===== src/rtl/jesd204b_pkg.sv =====
// Shared constants and helpers for the JESD204B transmit link controller
// and its synchroniser.
package jesd204b_pkg;

  // Framer mode select values presented on o_mode.
  localparam logic [1:0] MODE_CGS  = 2'd0;
  localparam logic [1:0] MODE_ILAS = 2'd1;
  localparam logic [1:0] MODE_DATA = 2'd2;

  // One-hot link state encoding; any other pattern is treated as illegal.
  localparam logic [2:0] ST_CGS  = 3'b001;
  localparam logic [2:0] ST_ILAS = 3'b010;
  localparam logic [2:0] ST_DATA = 3'b100;

  // Default parameter values.
  localparam int ILAS_MF_DEF       = 4;
  localparam int RESYNC_FRAMES_DEF = 4;
  localparam int SYNC_STAGES_DEF   = 2;

  // Increment an 8-bit event counter, sticking at all-ones.
  function automatic logic [7:0] sat_inc8(input logic [7:0] v);
    logic [7:0] r;
    if (v == 8'hFF) begin
      r = v;
    end else begin
      r = v + 8'd1;
    end
    return r;
  endfunction

  // Map a link state onto the framer mode it drives.
  function automatic logic [1:0] state_to_mode(input logic [2:0] st);
    logic [1:0] m;
    case (st)
      ST_ILAS: m = MODE_ILAS;
      ST_DATA: m = MODE_DATA;
      default: m = MODE_CGS;
    endcase
    return m;
  endfunction

endpackage


===== src/rtl/jesd_sync_n_sync.sv =====
// Multi-flop synchroniser for the asynchronous SYNC~ line. Resets to 0 so
// that SYNC~ reads as asserted (link requesting CGS) until proven otherwise.
module jesd_sync_n_sync
  import jesd204b_pkg::*;
#(
  parameter int STAGES = SYNC_STAGES_DEF
) (
  input  logic clk,
  input  logic rst,
  input  logic i_async,
  output logic o_sync
);

  logic [STAGES-1:0] sync_q;

  // Shift the raw input through the synchroniser chain.
  always_ff @(posedge clk or posedge rst) begin
    if (rst) begin
      sync_q <= '0;
    end else begin
      sync_q <= {sync_q[STAGES-2:0], i_async};
    end
  end

  assign o_sync = sync_q[STAGES-1];

endmodule


===== src/rtl/jesd_tx_link_ctrl.sv =====
// JESD204B transmit link-establishment controller. Steps the framer
// through CGS, ILAS and DATA using SYNC~ and the local frame/LMFC pulses,
// watches SYNC~ for error reports and resynchronisation requests.
module jesd_tx_link_ctrl
  import jesd204b_pkg::*;
#(
  parameter int ILAS_MF       = ILAS_MF_DEF,
  parameter int RESYNC_FRAMES = RESYNC_FRAMES_DEF,
  parameter int SYNC_STAGES   = SYNC_STAGES_DEF
) (
  input  logic       clk,
  input  logic       rst,
  input  logic       i_enable,
  input  logic       i_sync_n,
  input  logic       i_frame_pulse,
  input  logic       i_lmfc_pulse,
  output logic [1:0] o_mode,
  output logic [2:0] o_mf_idx,
  output logic       o_mf_start,
  output logic       o_link_up,
  output logic       o_err_pulse,
  output logic [7:0] o_err_cnt,
  output logic [7:0] o_resync_cnt
);

  // Index of the final ILAS multiframe and the low-frame count one short
  // of a resync; reaching the latter with another low frame forces CGS.
  localparam logic [2:0] MF_LAST     = 3'(ILAS_MF - 1);
  localparam logic [3:0] RESYNC_LAST = 4'(RESYNC_FRAMES - 1);

  logic       sync_s;
  logic       link_active_s;
  logic       low_frame_s;
  logic       resync_s;
  logic       short_err_s;

  logic [2:0] state_q,      state_d;
  logic [1:0] mode_q,       mode_d;
  logic [2:0] mf_idx_q,     mf_idx_d;
  logic       mf_start_q,   mf_start_d;
  logic       link_up_q,    link_up_d;
  logic       err_pulse_q,  err_pulse_d;
  logic [7:0] err_cnt_q,    err_cnt_d;
  logic [7:0] resync_cnt_q, resync_cnt_d;
  logic [3:0] low_cnt_q,    low_cnt_d;

  jesd_sync_n_sync #(
    .STAGES (SYNC_STAGES)
  ) u_sync (
    .clk     (clk),
    .rst     (rst),
    .i_async (i_sync_n),
    .o_sync  (sync_s)
  );

  // SYNC~ supervision only matters once the link has left CGS. A frame
  // pulse with SYNC~ low extends the low period; if SYNC~ is seen high
  // while the count is non-zero the low period was short, i.e. an error
  // report. The count never holds RESYNC_FRAMES because that event clears it.
  assign link_active_s = (state_q == ST_ILAS) || (state_q == ST_DATA);
  assign low_frame_s   = link_active_s && !sync_s && i_frame_pulse;
  assign resync_s      = low_frame_s && (low_cnt_q == RESYNC_LAST);
  assign short_err_s   = link_active_s && sync_s && (low_cnt_q != 4'd0);

  // Next-state logic: disable beats resync, resync beats LMFC advance.
  always_comb begin
    state_d      = state_q;
    mf_idx_d     = mf_idx_q;
    mf_start_d   = 1'b0;
    err_pulse_d  = 1'b0;
    err_cnt_d    = err_cnt_q;
    resync_cnt_d = resync_cnt_q;
    low_cnt_d    = low_cnt_q;

    if (!i_enable) begin
      state_d   = ST_CGS;
      mf_idx_d  = 3'd0;
      low_cnt_d = 4'd0;
    end else if (resync_s) begin
      state_d      = ST_CGS;
      mf_idx_d     = 3'd0;
      low_cnt_d    = 4'd0;
      resync_cnt_d = sat_inc8(resync_cnt_q);
    end else begin
      if (short_err_s) begin
        err_pulse_d = 1'b1;
        err_cnt_d   = sat_inc8(err_cnt_q);
        low_cnt_d   = 4'd0;
      end else if (low_frame_s) begin
        low_cnt_d = low_cnt_q + 4'd1;
      end else begin
        low_cnt_d = low_cnt_q;
      end

      case (state_q)
        ST_CGS: begin
          low_cnt_d = 4'd0;
          // Entering on the LMFC pulse lines ILAS up with a multiframe start.
          if (sync_s && i_lmfc_pulse) begin
            state_d    = ST_ILAS;
            mf_idx_d   = 3'd0;
            mf_start_d = 1'b1;
          end else begin
            state_d = ST_CGS;
          end
        end
        ST_ILAS: begin
          if (i_lmfc_pulse) begin
            if (mf_idx_q == MF_LAST) begin
              state_d  = ST_DATA;
              mf_idx_d = 3'd0;
            end else begin
              mf_idx_d   = mf_idx_q + 3'd1;
              mf_start_d = 1'b1;
            end
          end else begin
            state_d = ST_ILAS;
          end
        end
        ST_DATA: begin
          state_d = ST_DATA;
        end
        default: begin
          state_d   = ST_CGS;
          mf_idx_d  = 3'd0;
          low_cnt_d = 4'd0;
        end
      endcase
    end

    mode_d    = state_to_mode(state_d);
    link_up_d = (state_d == ST_DATA);
  end

  // Register state and every output.
  always_ff @(posedge clk or posedge rst) begin
    if (rst) begin
      state_q      <= ST_CGS;
      mode_q       <= MODE_CGS;
      mf_idx_q     <= 3'd0;
      mf_start_q   <= 1'b0;
      link_up_q    <= 1'b0;
      err_pulse_q  <= 1'b0;
      err_cnt_q    <= 8'd0;
      resync_cnt_q <= 8'd0;
      low_cnt_q    <= 4'd0;
    end else begin
      state_q      <= state_d;
      mode_q       <= mode_d;
      mf_idx_q     <= mf_idx_d;
      mf_start_q   <= mf_start_d;
      link_up_q    <= link_up_d;
      err_pulse_q  <= err_pulse_d;
      err_cnt_q    <= err_cnt_d;
      resync_cnt_q <= resync_cnt_d;
      low_cnt_q    <= low_cnt_d;
    end
  end

  assign o_mode       = mode_q;
  assign o_mf_idx     = mf_idx_q;
  assign o_mf_start   = mf_start_q;
  assign o_link_up    = link_up_q;
  assign o_err_pulse  = err_pulse_q;
  assign o_err_cnt    = err_cnt_q;
  assign o_resync_cnt = resync_cnt_q;

endmodule


===== config.mk =====
export PLATFORM = sky130hd
export DESIGN_NAME = jesd_tx_link_ctrl
export DESIGN_NICKNAME = d
export VERILOG_FILES = /design/src/rtl/jesd204b_pkg.sv /design/src/rtl/jesd_sync_n_sync.sv /design/src/rtl/jesd_tx_link_ctrl.sv
export SDC_FILE = /design/constraint.sdc
export NUM_CORES = 1
export LEC_CHECK = 0
export ABC_AREA = 1
export CAP_MARGIN = 25
export CORE_UTILIZATION = 40
export DETAILED_ROUTE_END_ITERATION = 7
export DONT_BUFFER_PORTS = 1
export GPL_ROUTABILITY_DRIVEN = 0
export PLACE_DENSITY_LB_ADDON = 0.08
export SLEW_MARGIN = 15
export SYNTH_ARGS = -nofsm -noshare
export SYNTH_HDL_FRONTEND = slang
export SYNTH_SLANG_ARGS = --single-unit

===== constraint.sdc =====
create_clock -name clk -period 1.45 [get_ports clk]
set_clock_uncertainty 0.1 [all_clocks]
set_input_delay 0.29 -clock clk [delete_from_list [all_inputs] [get_ports clk]]
set_output_delay 0.29 -clock clk [all_outputs]
set_load 0.03 [all_outputs]

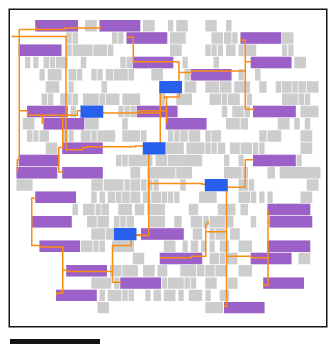
(images/clock_map.png)
The bar under the picture is 20 µm long.
- orange: clock wires (length 444 µm)
- blue: cells driving clock nets (count 5)
- purple: flip-flops (count 32)
- routed clock nets: 6
- flops lie: spread over the die
Clk power: 697 µW
clock share of power: 40.9%

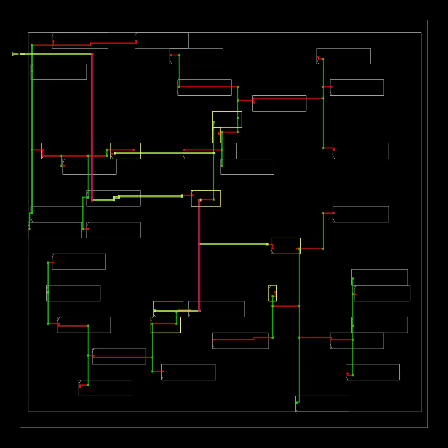
(images/final_clocks.png)
flop count: 32
total CTS buffers: 5

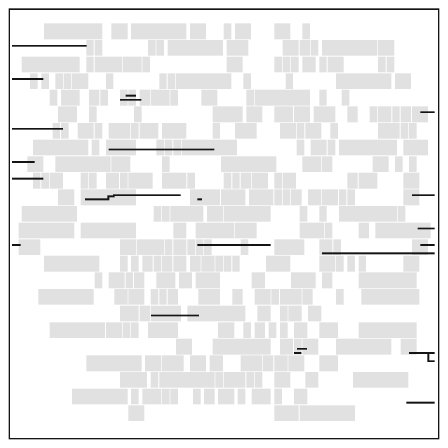
(images/met3.png)
- main direction: horizontal
- share of all routed wire: 3.3%
met3 usage: 4.33%
DR vias: 1589

==> out/qor.csv <==
stage;metric;value;unit
status;status;finished clean;
yosys;ys_cells;237;
layout;buffer_area_share;11.8;%
layout;final_nets;293;
worst_setup_path;rr_endpoint;o_mf_idx[1];
timing;hold_viol;0;
cts;cts_tree;yes;
floorplan;tap-cell-count;52;
yosys;ys_area;1860;µm²
yosys;synth_cells;237;
yosys;yosysWarnings;0;
global_routing;grt_max_degree;33;
detailed_routing;drtAntennaViolNets;0;
place;port_buffers;0;
layout;comb_area;1060;µm²
yosys;syn_avg_cell_area;7.83;µm²
yosys;ys_seq_share;43.2;%
worst_setup_path;crit_path_start_kind;flip-flop;
layout;final_cells;335;
layout;drive_gt1_share;36.7;%
min_path;hp-start;i_enable;
timing;slew_headroom;72.5;%
layout;buffers;38;
layout;area_growth;32.1;%
cts;insertion_delay;280;ps
floorplan;die_width;70.1;µm
global_routing;grt_pass1_wl;6930;µm
floorplan;ios;30;
layout;comb_cells;170;
detailed_routing;dr.pass1.iters;4;
layout;n_all_inverters;35;
worst_setup_path;endpoint_kind;flip-flop;
worst_setup_path;crit_start;state_q[0];
layout;nClkBuffers;8;
worst_setup_path;reg2reg_from;state_q[0];
timing;final_max_slew_viol_count;0;
timing;fmax;695;MHz
worst_setup_path;reg2reg_slack;10;ps
layout;clockNetworkAreaShare;3.67;%
worst_setup_path;critical_path_class;reg -> reg;
layout;comb_area_share;43.2;%
min_path;hp-class;in -> reg;
worst_setup_path;crit_required;1560;ps
place;hpwl;2870;µm
job;drv_cap;0;
timing;tightest_slew;412;ps
worst_setup_path;arrival;1550;ps
detailed_routing;drtIter0Drc;61;
layout;largest_class;logic gates;
yosys;syn_nets;248;
timing;rsz0062_at_grt;true;
cts;h-tree-depth;2;
yosys;synth_flops;32;
floorplan;die_height;70.1;µm
layout;final_util;55.6;%
place;dp_slack;-29.3;ps
pwr;leakage;1.22;nW
global_routing;grt_pass1_vias;1549;
layout;regArea;812;µm²
global_routing;overflow;0;
timing;period_used_share;99.2;%
cts;path_clk_slew;60;ps
timing;period_needed;1440;ps
cts;ctsLongestPathBuffers;2;
pwr;vdd_ir_drop_max;0.421;mV
detailed_routing;viasPerCell;4.74;
yosys;topCellsByArea;dfrtp_1, nand2_1, nand3_1;
floorplan;rows;24;
worst_setup_path;r2r_cells;8;
layout;seq_share;33.1;%
worst_setup_path;crit_fanout;5;
layout;mostFrequentLayoutCell;nand2_1;
yosys;syn_area;1860;µm²
global_routing;antenna_found_initial;0;
yosys;synth-edff-count;0;
layout;final_cell_mix;nand2_1, buf_4, inv_1;
timing;fin_ws;11.5;ps
yosys;yosysUniqueCellTypes;28;
layout;diodes;0;
detailed_routing;drc;0;
floorplan;initCoreUtil;42.1;%
yosys;synthFlopType;dfrtp_1;
job;tool_warnings;28;
floorplan;core-area;4410;µm²
cts;cts_sinks;32;
cts;cts_root_buf;clkbuf_8;
timing;setup_viol;0;
pwr;powerDensity;694;nW/µm²
timing;finalSetupTns;0;ps
worst_setup_path;endpoint;o_mf_idx[1];
yosys;synth_top_cell_by_area;dfrtp_1;
min_path;hold_end;o_err_pulse;
layout;nFillCells;416;
yosys;synthArstFlopShare;100;%
min_path;min_path_cells;2;
floorplan;die-area;4920;µm²
yosys;top_area_share;41.8;%
place;dp.cells;323;
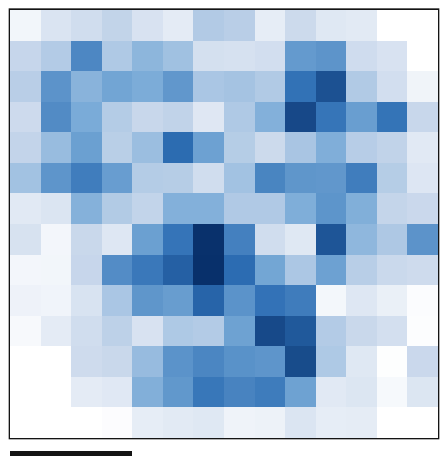
(images/wire_density.png)
The bar under the picture is 20 µm long. The die is cut into 14 by 14 equal tiles; white is low, dark blue is high, scaled to the fullest tile. Values are wire area over tile area, all layers added.
- tiles over half the peak: 29%
- mean over tiles: 0.13
- emptiest ninth of the die: lower left
- fullest tile: 0.37
- nearly empty tiles: 8.2%
Detailed Route WL: 4040 µm
Total GRT Usage: 17.9%
DR WL/cell: 12.1 µm

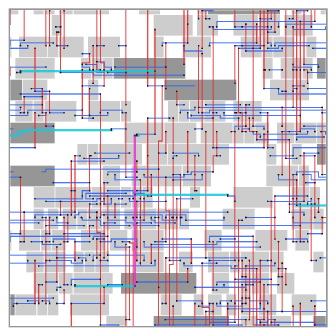
(images/zoom.png)
Window x 15 to 55, y 15 to 55 µm. Cells in gray, sequential cells in the stronger gray; small squares are vias.
- blue: met1
- cyan: met3
- red: met2
- magenta: met4
- netlist names of flops here include: `o_err_cnt` (2)
- most frequent: nand2_1 (21), inv_1 (14), nand3_1 (11)
- cells with their middle in the window: 128
- sequential cells in the window: 5

==> repair_timing <==
action / in CTS / in global routing
pin swaps: 1 / 23
gates cloned: 1 / 0
gates resized: 2 / 34
setup endpoints to repair: 6 / 29
hold buffers: 2 / 0
setup buffers: 0 / 1
endpoints found under the hold margin: 32 / 0
==> through the flow <==
step	area [µm²]	hold slack (ps)	power (mW)
after global routing	2450	60.8	1.79
after floorplan	1890	221	0.980
final	2450	57.1	1.70
after global placement	2210	199	1.00
after CTS	2330	68.3	1.72
after detailed placement	2210	200	1.00
==> Yosys cell counts, types with 2 or more instances <==
cell type / instances
inv_1: 29
nor2_4: 4
nor3_1: 2
a21oi_1: 4
dfrtp_1: 31
nor2_2: 3
o21bai_1: 6
nor2_1: 19
nand3_1: 24
o21ai_0: 2
nand3_2: 3
nand2_1: 72
ha_1: 5
nand2_4: 2
inv_2: 5
xnor2_1: 3
nand4_1: 4
nand2_2: 2
xor2_1: 8
==> kinds of logic (layout without fill, tap and decap cells) <==
logic type	Yosys count	after routing	synth area share, %
simple gates	140	141	36.5
buf+inv	36	81	7.48
flops	32	32	43.2
compound gates	13	13	4.31
xor+xnor	11	11	5.19
fa+ha+maj	5	5	3.37
==> routing by layer <==
layer	track usage (%)	vias to the layer above	wire length, µm
met1	23.7	717	2000
met4	6.00	0	44
met2	28.5	26	1870
met5	0	-	0
met3	4.33	5	132
li1	-	841	-
==> where the power goes <==
group	internal [mW]	switching, mW
Combinational	0.0274	0.0629
Sequential	0.902	0.0130
Clock	0.387	0.310
Total	1.32	0.386
==> worst max-delay path, stage by stage (launching register included) <==
cell and delay [ps]:
dfstp_2 560, inv_2 60, nand2_2 60, nand2_2 50, nand2_2 80, nor2_4 60, nor2_4 200, nand3_2 120
nand2_2 80
No activity file was given, so power comes from the tool's default toggle rates.
